<file path="src/rtl/reg_access_pkg.sv">
// Shared encodings and helpers for the register-access stage.
// Holds the writeback lane encodings, the lane-merge function and the
// pending-counter ceiling derivation.
package reg_access_pkg;

    // Writeback size encodings (data is right-aligned on the bus)
    localparam logic [1:0] WB_SIZE_BYTE_LO = 2'd0;
    localparam logic [1:0] WB_SIZE_BYTE_HI = 2'd1;
    localparam logic [1:0] WB_SIZE_WORD    = 2'd2;
    localparam logic [1:0] WB_SIZE_DWORD   = 2'd3;

    // Largest count a CNT_W-bit pending counter can hold
    function automatic int unsigned cnt_max(input int unsigned cnt_w);
        return (32'd1 << cnt_w) - 32'd1;
    endfunction

    // Merge right-aligned writeback data into the low 32 bits of a register.
    // Byte-hi data arrives in [7:0] and lands in [15:8]; untouched bits keep old_val.
    function automatic logic [31:0] merge_lanes(
        input logic [31:0] old_val,
        input logic [31:0] data,
        input logic [1:0]  size
    );
        logic [31:0] res;
        res = old_val;
        case (size)
            WB_SIZE_BYTE_LO: res[7:0]  = data[7:0];
            WB_SIZE_BYTE_HI: res[15:8] = data[7:0];
            WB_SIZE_WORD:    res[15:0] = data[15:0];
            WB_SIZE_DWORD:   res       = data;
            default:         res       = old_val;
        endcase
        return res;
    endfunction

endpackage

</file>
<file path="src/rtl/reg_scoreboard.sv">
// Per-register pending-write counters.
// Each cycle a register's count drops by the number of writeback ports hitting
// it (clamped at zero, so untracked writes are harmless) and rises by one when
// an accepted instruction names it as destination. Flush clears everything.
module reg_scoreboard
    import reg_access_pkg::*;
#(
    parameter int NUM_REGS = 8,
    parameter int NUM_WB   = 2,
    parameter int CNT_W    = 2,
    localparam int RA_W    = $clog2(NUM_REGS)
) (
    input  logic                   clk,
    input  logic                   reset,
    input  logic                   i_flush,
    input  logic [NUM_WB-1:0]      i_wb_en,
    input  logic [NUM_WB*RA_W-1:0] i_wb_reg,
    input  logic                   i_inc_en,
    input  logic [RA_W-1:0]        i_inc_reg,
    output logic [NUM_REGS-1:0]    o_busy,
    output logic [NUM_REGS-1:0]    o_full,
    output logic [NUM_REGS-1:0]    o_sb_pending
);

    localparam logic [CNT_W-1:0] CNT_MAX_V = CNT_W'(cnt_max(CNT_W));

    logic [CNT_W-1:0]    r_cnt [NUM_REGS];
    logic [CNT_W-1:0]    w_cnt_next [NUM_REGS];
    logic [NUM_REGS-1:0] w_pend_next;
    logic [NUM_REGS-1:0] r_pending;

    // Next-count, hazard (count after this cycle's writebacks) and full flags
    always_comb begin
        int unsigned v_cnt;
        int unsigned v_dec;
        int unsigned v_rem;
        int unsigned v_inc;
        o_busy      = {NUM_REGS{1'b0}};
        o_full      = {NUM_REGS{1'b0}};
        w_pend_next = {NUM_REGS{1'b0}};
        v_cnt       = 32'd0;
        v_dec       = 32'd0;
        v_rem       = 32'd0;
        v_inc       = 32'd0;
        for (int r = 0; r < NUM_REGS; r++) begin
            v_dec = 32'd0;
            for (int p = 0; p < NUM_WB; p++) begin
                v_dec = v_dec + ((i_wb_en[p] && (i_wb_reg[p*RA_W +: RA_W] == RA_W'(r))) ? 32'd1 : 32'd0);
            end
            v_cnt = 32'(r_cnt[r]);
            v_rem = (v_cnt > v_dec) ? (v_cnt - v_dec) : 32'd0;
            v_inc = (i_inc_en && (i_inc_reg == RA_W'(r))) ? 32'd1 : 32'd0;
            o_busy[r]      = (v_rem != 32'd0);
            o_full[r]      = (r_cnt[r] == CNT_MAX_V);
            w_cnt_next[r]  = i_flush ? {CNT_W{1'b0}} : CNT_W'(v_rem + v_inc);
            w_pend_next[r] = (w_cnt_next[r] != {CNT_W{1'b0}});
        end
    end

    // Counter array and registered pending vector
    always_ff @(posedge clk or negedge reset) begin
        if (!reset) begin
            for (int r = 0; r < NUM_REGS; r++) begin
                r_cnt[r] <= {CNT_W{1'b0}};
            end
            r_pending <= {NUM_REGS{1'b0}};
        end else begin
            for (int r = 0; r < NUM_REGS; r++) begin
                r_cnt[r] <= w_cnt_next[r];
            end
            r_pending <= w_pend_next;
        end
    end

    assign o_sb_pending = r_pending;

endmodule

</file>
<file path="src/rtl/register_access_scoreboard.sv">
// Register-access stage: decode -> RF read -> output skid register.
// Sources read the RF merged with this cycle's writebacks, so a producer's
// writeback wakes its consumer in the same cycle. RAW hazards and counter
// saturation are tracked by reg_scoreboard.
module register_access_scoreboard
    import reg_access_pkg::*;
#(
    parameter int DATA_W    = 32,
    parameter int NUM_REGS  = 8,
    parameter int NUM_RD    = 2,
    parameter int NUM_WB    = 2,
    parameter int CNT_W     = 2,
    parameter int PAYLOAD_W = 64,
    localparam int RA_W     = $clog2(NUM_REGS)
) (
    input  logic                     clk,
    input  logic                     reset,
    input  logic                     flush,
    input  logic                     d_valid,
    output logic                     d_ready,
    input  logic [NUM_RD*RA_W-1:0]   d_src_reg,
    input  logic [NUM_RD-1:0]        d_src_en,
    input  logic [RA_W-1:0]          d_dst_reg,
    input  logic                     d_dst_en,
    input  logic [PAYLOAD_W-1:0]     d_payload,
    output logic                     r_valid,
    input  logic                     r_ready,
    output logic [NUM_RD*DATA_W-1:0] r_src_data,
    output logic [RA_W-1:0]          r_dst_reg,
    output logic                     r_dst_en,
    output logic [PAYLOAD_W-1:0]     r_payload,
    input  logic [NUM_WB-1:0]        wb_en,
    input  logic [NUM_WB*RA_W-1:0]   wb_reg,
    input  logic [NUM_WB*2-1:0]      wb_size,
    input  logic [NUM_WB*DATA_W-1:0] wb_data,
    output logic [NUM_REGS-1:0]      sb_pending
);

    logic [DATA_W-1:0]        r_rf [NUM_REGS];
    logic [DATA_W-1:0]        w_rf_next [NUM_REGS];
    logic [NUM_RD*DATA_W-1:0] w_src_data;
    logic [NUM_REGS-1:0]      w_busy;
    logic [NUM_REGS-1:0]      w_full;
    logic                     w_hazard;
    logic                     w_ready;
    logic                     w_accept;

    reg_scoreboard #(
        .NUM_REGS (NUM_REGS),
        .NUM_WB   (NUM_WB),
        .CNT_W    (CNT_W)
    ) u_scoreboard (
        .clk          (clk),
        .reset        (reset),
        .i_flush      (flush),
        .i_wb_en      (wb_en),
        .i_wb_reg     (wb_reg),
        .i_inc_en     (w_accept & d_dst_en),
        .i_inc_reg    (d_dst_reg),
        .o_busy       (w_busy),
        .o_full       (w_full),
        .o_sb_pending (sb_pending)
    );

    // RF image after this cycle's writebacks; later ports override earlier ones
    always_comb begin
        logic [DATA_W-1:0] v_merged;
        v_merged = {DATA_W{1'b0}};
        for (int r = 0; r < NUM_REGS; r++) begin
            w_rf_next[r] = r_rf[r];
            for (int p = 0; p < NUM_WB; p++) begin
                v_merged        = w_rf_next[r];
                v_merged[31:0]  = merge_lanes(w_rf_next[r][31:0],
                                              wb_data[p*DATA_W +: 32],
                                              wb_size[p*2 +: 2]);
                w_rf_next[r]    = (wb_en[p] && (wb_reg[p*RA_W +: RA_W] == RA_W'(r)))
                                  ? v_merged : w_rf_next[r];
            end
        end
    end

    // Forwarded source reads and RAW hazard detection
    always_comb begin
        w_src_data = {NUM_RD*DATA_W{1'b0}};
        w_hazard   = 1'b0;
        for (int i = 0; i < NUM_RD; i++) begin
            w_src_data[i*DATA_W +: DATA_W] = w_rf_next[d_src_reg[i*RA_W +: RA_W]];
            w_hazard = w_hazard | (d_src_en[i] & w_busy[d_src_reg[i*RA_W +: RA_W]]);
        end
    end

    assign w_ready  = !flush && !w_hazard && !(d_dst_en && w_full[d_dst_reg]) &&
                      (!r_valid || r_ready);
    assign w_accept = d_valid & w_ready;
    assign d_ready  = w_ready;

    // Register file update (writebacks land even during flush)
    always_ff @(posedge clk or negedge reset) begin
        if (!reset) begin
            for (int r = 0; r < NUM_REGS; r++) begin
                r_rf[r] <= {DATA_W{1'b0}};
            end
        end else begin
            for (int r = 0; r < NUM_REGS; r++) begin
                r_rf[r] <= w_rf_next[r];
            end
        end
    end

    // Output skid register: load on accept, drain on ready, hold on stall
    always_ff @(posedge clk or negedge reset) begin
        if (!reset) begin
            r_valid    <= 1'b0;
            r_src_data <= {NUM_RD*DATA_W{1'b0}};
            r_dst_reg  <= {RA_W{1'b0}};
            r_dst_en   <= 1'b0;
            r_payload  <= {PAYLOAD_W{1'b0}};
        end else if (flush) begin
            r_valid    <= 1'b0;
        end else if (w_accept) begin
            r_valid    <= 1'b1;
            r_src_data <= w_src_data;
            r_dst_reg  <= d_dst_reg;
            r_dst_en   <= d_dst_en;
            r_payload  <= d_payload;
        end else if (r_ready) begin
            r_valid    <= 1'b0;
        end else begin
            r_valid    <= r_valid;
        end
    end

endmodule
</file>
<file path="config.mk">
export PLATFORM = sky130hd
export DESIGN_NAME = register_access_scoreboard
export DESIGN_NICKNAME = d
export VERILOG_FILES = /design/src/rtl/reg_access_pkg.sv /design/src/rtl/reg_scoreboard.sv /design/src/rtl/register_access_scoreboard.sv
export SDC_FILE = /design/constraint.sdc
export NUM_CORES = 1
export LEC_CHECK = 0
export CAP_MARGIN = 0
export CORE_UTILIZATION = 54
export CTS_BUF_LIST = sky130_fd_sc_hd__clkbuf_4
export DETAILED_ROUTE_END_ITERATION = 10
export MAX_ROUTING_LAYER = met4
export PLACE_DENSITY = 0.78
export RECOVER_POWER = 25
export SYNTH_ARGS = -nofsm -noshare
export SYNTH_HDL_FRONTEND = slang
export SYNTH_HIERARCHICAL = 1
export SYNTH_SLANG_ARGS = --single-unit
</file>
<file path="constraint.sdc">
create_clock -name clk -period 8.8 [get_ports clk]
set_input_delay 2.64 -clock clk [delete_from_list [all_inputs] [get_ports clk]]
set_output_delay 2.64 -clock clk [all_outputs]
set_load 0.01 [all_outputs]
</file>
Fig. 1: met3 routing
The bar under the picture is 50 um long.
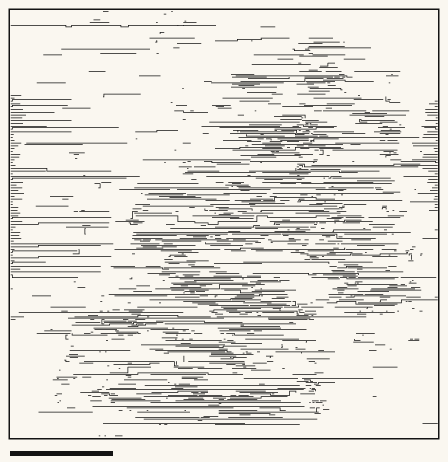
main direction: horizontal
longest straight run: 134 um
wire length on this layer: 12100 um

Fig. 2: placement view
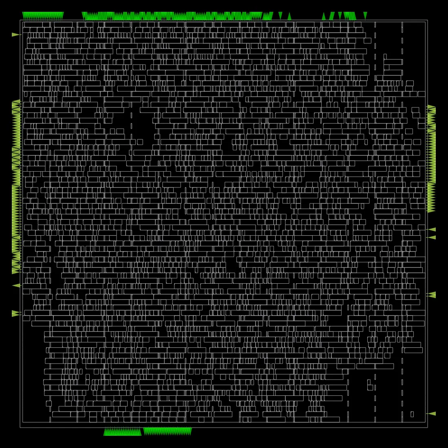
post-route insts no fill: 3497
core outline area: 41900 um^2

Fig. 3: M4 wires
Supply wires on this layer in grey. Cells faint in the background.
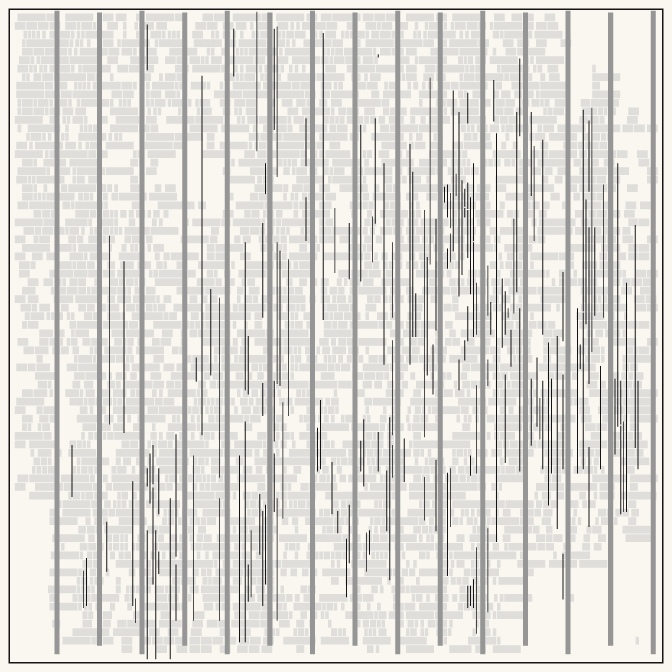
longest straight run: 130 um
share of all routed wire: 5.4%
DRT Wirelength: 88700 um
DR vias: 23400

Fig. 4: wiring by layer
The bar under the picture is 50 um long.
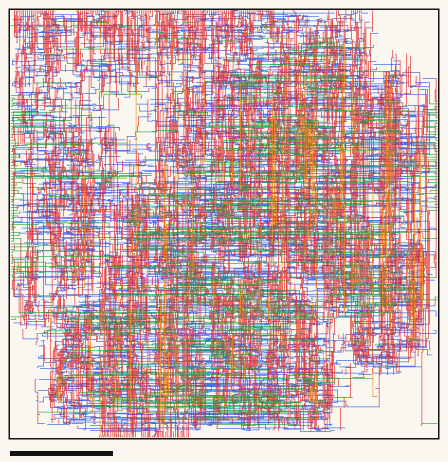
| colour | layer | wire length |
|---|---|---|
| blue | M1 | 33.1 mm |
| red | M2 | 38.7 mm |
| green | M3 | 12100 um |
| orange | M4 | 4750 um |

==> results.txt <==
fresh numbers from the pnr run: Area growth syn-to-layout 20.4%, # fillers 3447, Hold Slack 474 ps, Post-DP HPWL 59900 um, max FFs per register 256, FF+latch area 10300 um^2, initial antenna violation count 5, RSZ-0062 raised after global routing false, # IOs 299, Least-Margin Pin Slew 4810 ps, Worst-path clk slew 60 ps, multi-input logic area 11300 um^2, hold crit path type flip-flop to flip-flop, overall routing resource usage 0.416, Placed Cells 3299, GPL Wtd Cong 1.02, first-pass GRT wire length 133000 um, Syn. warnings 6, Flops after synth 413, Leakage 12.3 nW, minimum clock period 8650 ps, Async SR Flop Fraction 1.00, fp_density 0.546, Max Cap Viol 2, Synth Area per Inst 8.68 um^2, Final Max Slew Viols 83, Startpoint Class input pin, Arr. time, crit path 6010 ps, endpoints failing setup 0, Net Count, Synth 2831, cell area power density 230 nW/um^2, initial drt markers 3638, CTS tree done, Clock Skews 56.0 ps, Clock Latency Late Sink 900 ps, post-synthesis cell count from yosys 2634, Top-area cell share 0.452, CTS max path bufs 3, hold_buf cts 0, Critical Path RT 6160 ps, YS chip area 22900 um^2, ANT nets after route 0, DP Worst Slack -266 ps, failing checks max-capacitance violations, max-slew violations, EDFF count, synth 0, wire length per cell 25.4 um, register area share after synthesis 0.452, Worst setup EP type output port, vias in the first global route 22700, clock root buffer clkbuf_4, clock sink count 413, share of cells above drive strength 1 0.113, grt ovf 0, DR vias/cell 6.68, Num CTS Buffers 109, outcome finished with violations, final setup margin 152 ps, WS Path Type input pin to output port, Port Buffer Count 298, OpenROAD warning count 39, Crit Path Max Fanout 4, cells after synthesis 2634, Clock H-tree levels 3, Primary FF master, synth dfrtp_1, maximum vdd drop 0.159 mV, relative slew slack -2.21, top flop regs r_rf (256), r_payload (64), r_src_data (64), die height 208 um, Initial DRT Pass Iterations 9, chip area 43200 um^2, Max Clk Rate 116 MHz, Post-route DRC 0, most flop-heavy register r_rf, # nets final 3069
-- worst max-delay path: stages --
cell and delay (ps):
clkdlybuf4s50_1 430, nand2b_2 240, nor2_1 150, ha_1 260
ha_1 190, inv_1 70, fa_1 420, nand2b_1 90
a21boi_0 140, mux4_2 480, mux2_2 270, a22oi_1 200
and4b_1 270, clkbuf_2 150
-- metal layers --
metal,vias up,track usage,share of wire
met1,11100,0.521,0.37
met5,-,-,0
met3,373,0.140,0.14
met4,0,0.223,0.053
li1,10000,-,-
met2,1865,0.596,0.44
-- cell type report --
type                            instances  area share
Tap cell                              539      0.0245
Timing Repair Buffer                  370       0.129
Sequential cell                       413       0.375
Clock inverter                         17     0.00455
Inverter                               69     0.00941
Antenna cell                            5    0.000455
Multi-Input combinational cell       1909       0.409
Clock buffer                          175      0.0477
-- synth_stat cells, drive strengths merged (16+ instances only) --
library cell  instances
ha                   32
a21oi               108
a22oi                82
o22ai               176
nand2               473
o21ai                82
a31oi               143
dfrtp               413
nor3                 60
a21boi               20
nand2b               31
or2                  16
nor2                279
a221oi               33
inv                  69
and2                 22
o22a                 20
clkbuf              157
mux2i                58
a22o                 66
buf                  86
nand3                50
-- power by group --
part	switching, mW	internal (mW)
logic	1.08	0.874
registers	0.211	2.38
clock network	0.849	0.949
-- cell usage in the layout, fill, tap and decap left out, types with 20 or more instances in the layout --
cell type,count
nand2b_1,29
a21boi_0,20
nor2_1,277
nor3_1,55
inv_1,69
mux2i_1,58
buf_4,68
a21oi_1,108
clkbuf_4,175
a22oi_1,82
a221oi_1,33
o22ai_1,176
clkdlybuf4s50_1,289
ha_1,32
nand3_1,49
a22o_1,66
a31oi_1,143
dfrtp_1,413
nand2_1,469
o21ai_0,77
o22a_1,20
-- per-stage QoR --
stage / power, mW / setup TNS [ps] / instance area (um^2)
6_report: 6.34 / 0 / 27500
3_3_place_gp: 4.44 / -188 / 26100
4_1_cts: 6.30 / 0 / 27500
2_1_floorplan: 3.62 / 0 / 22900
3_5_place_dp: 4.51 / -266 / 26100
5_1_grt: 6.63 / 0 / 27500
-- cells by family after synthesis --
kind of cell / after synthesis / share of synthesized area
AND/OR/NAND/NOR: 1012 / 0.198
AND-OR/OR-AND: 779 / 0.227
flip-flops: 413 / 0.452
buffers and inverters: 312 / 0.0572
multiplexers: 78 / 0.0412
adder cells (fa/ha/maj): 40 / 0.0245
-- path summary, 6_finish.rpt --
| path | to | slack [ps] | from | depth (start not counted) |
|---|---|---|---|---|
| setup / recovery | d_ready | 150 | wb_reg[0] | 14 |
| max in group asynchronous | r_payload[15] | 1920 | reset | 2 |
| setup reg to reg | u_scoreboard/o_sb_pending[4] | 4630 | u_scoreboard/r_cnt[0] | 18 |
| hold reg to reg | r_payload[17] | 470 | r_payload[17] | 2 |
| hold / removal | r_payload[17] | 470 | r_payload[17] | 2 |
| min in group asynchronous | r_src_data[46] | 3500 | reset | 1 |
-- repair_timing --
action / 4_1_cts / 5_1_grt
setup buffers: 1 / 0
resized: 1 / 14
pin swaps: 1 / 1
setup endpoints to repair: 1 / 1
Power and IR drop assume default switching activity.
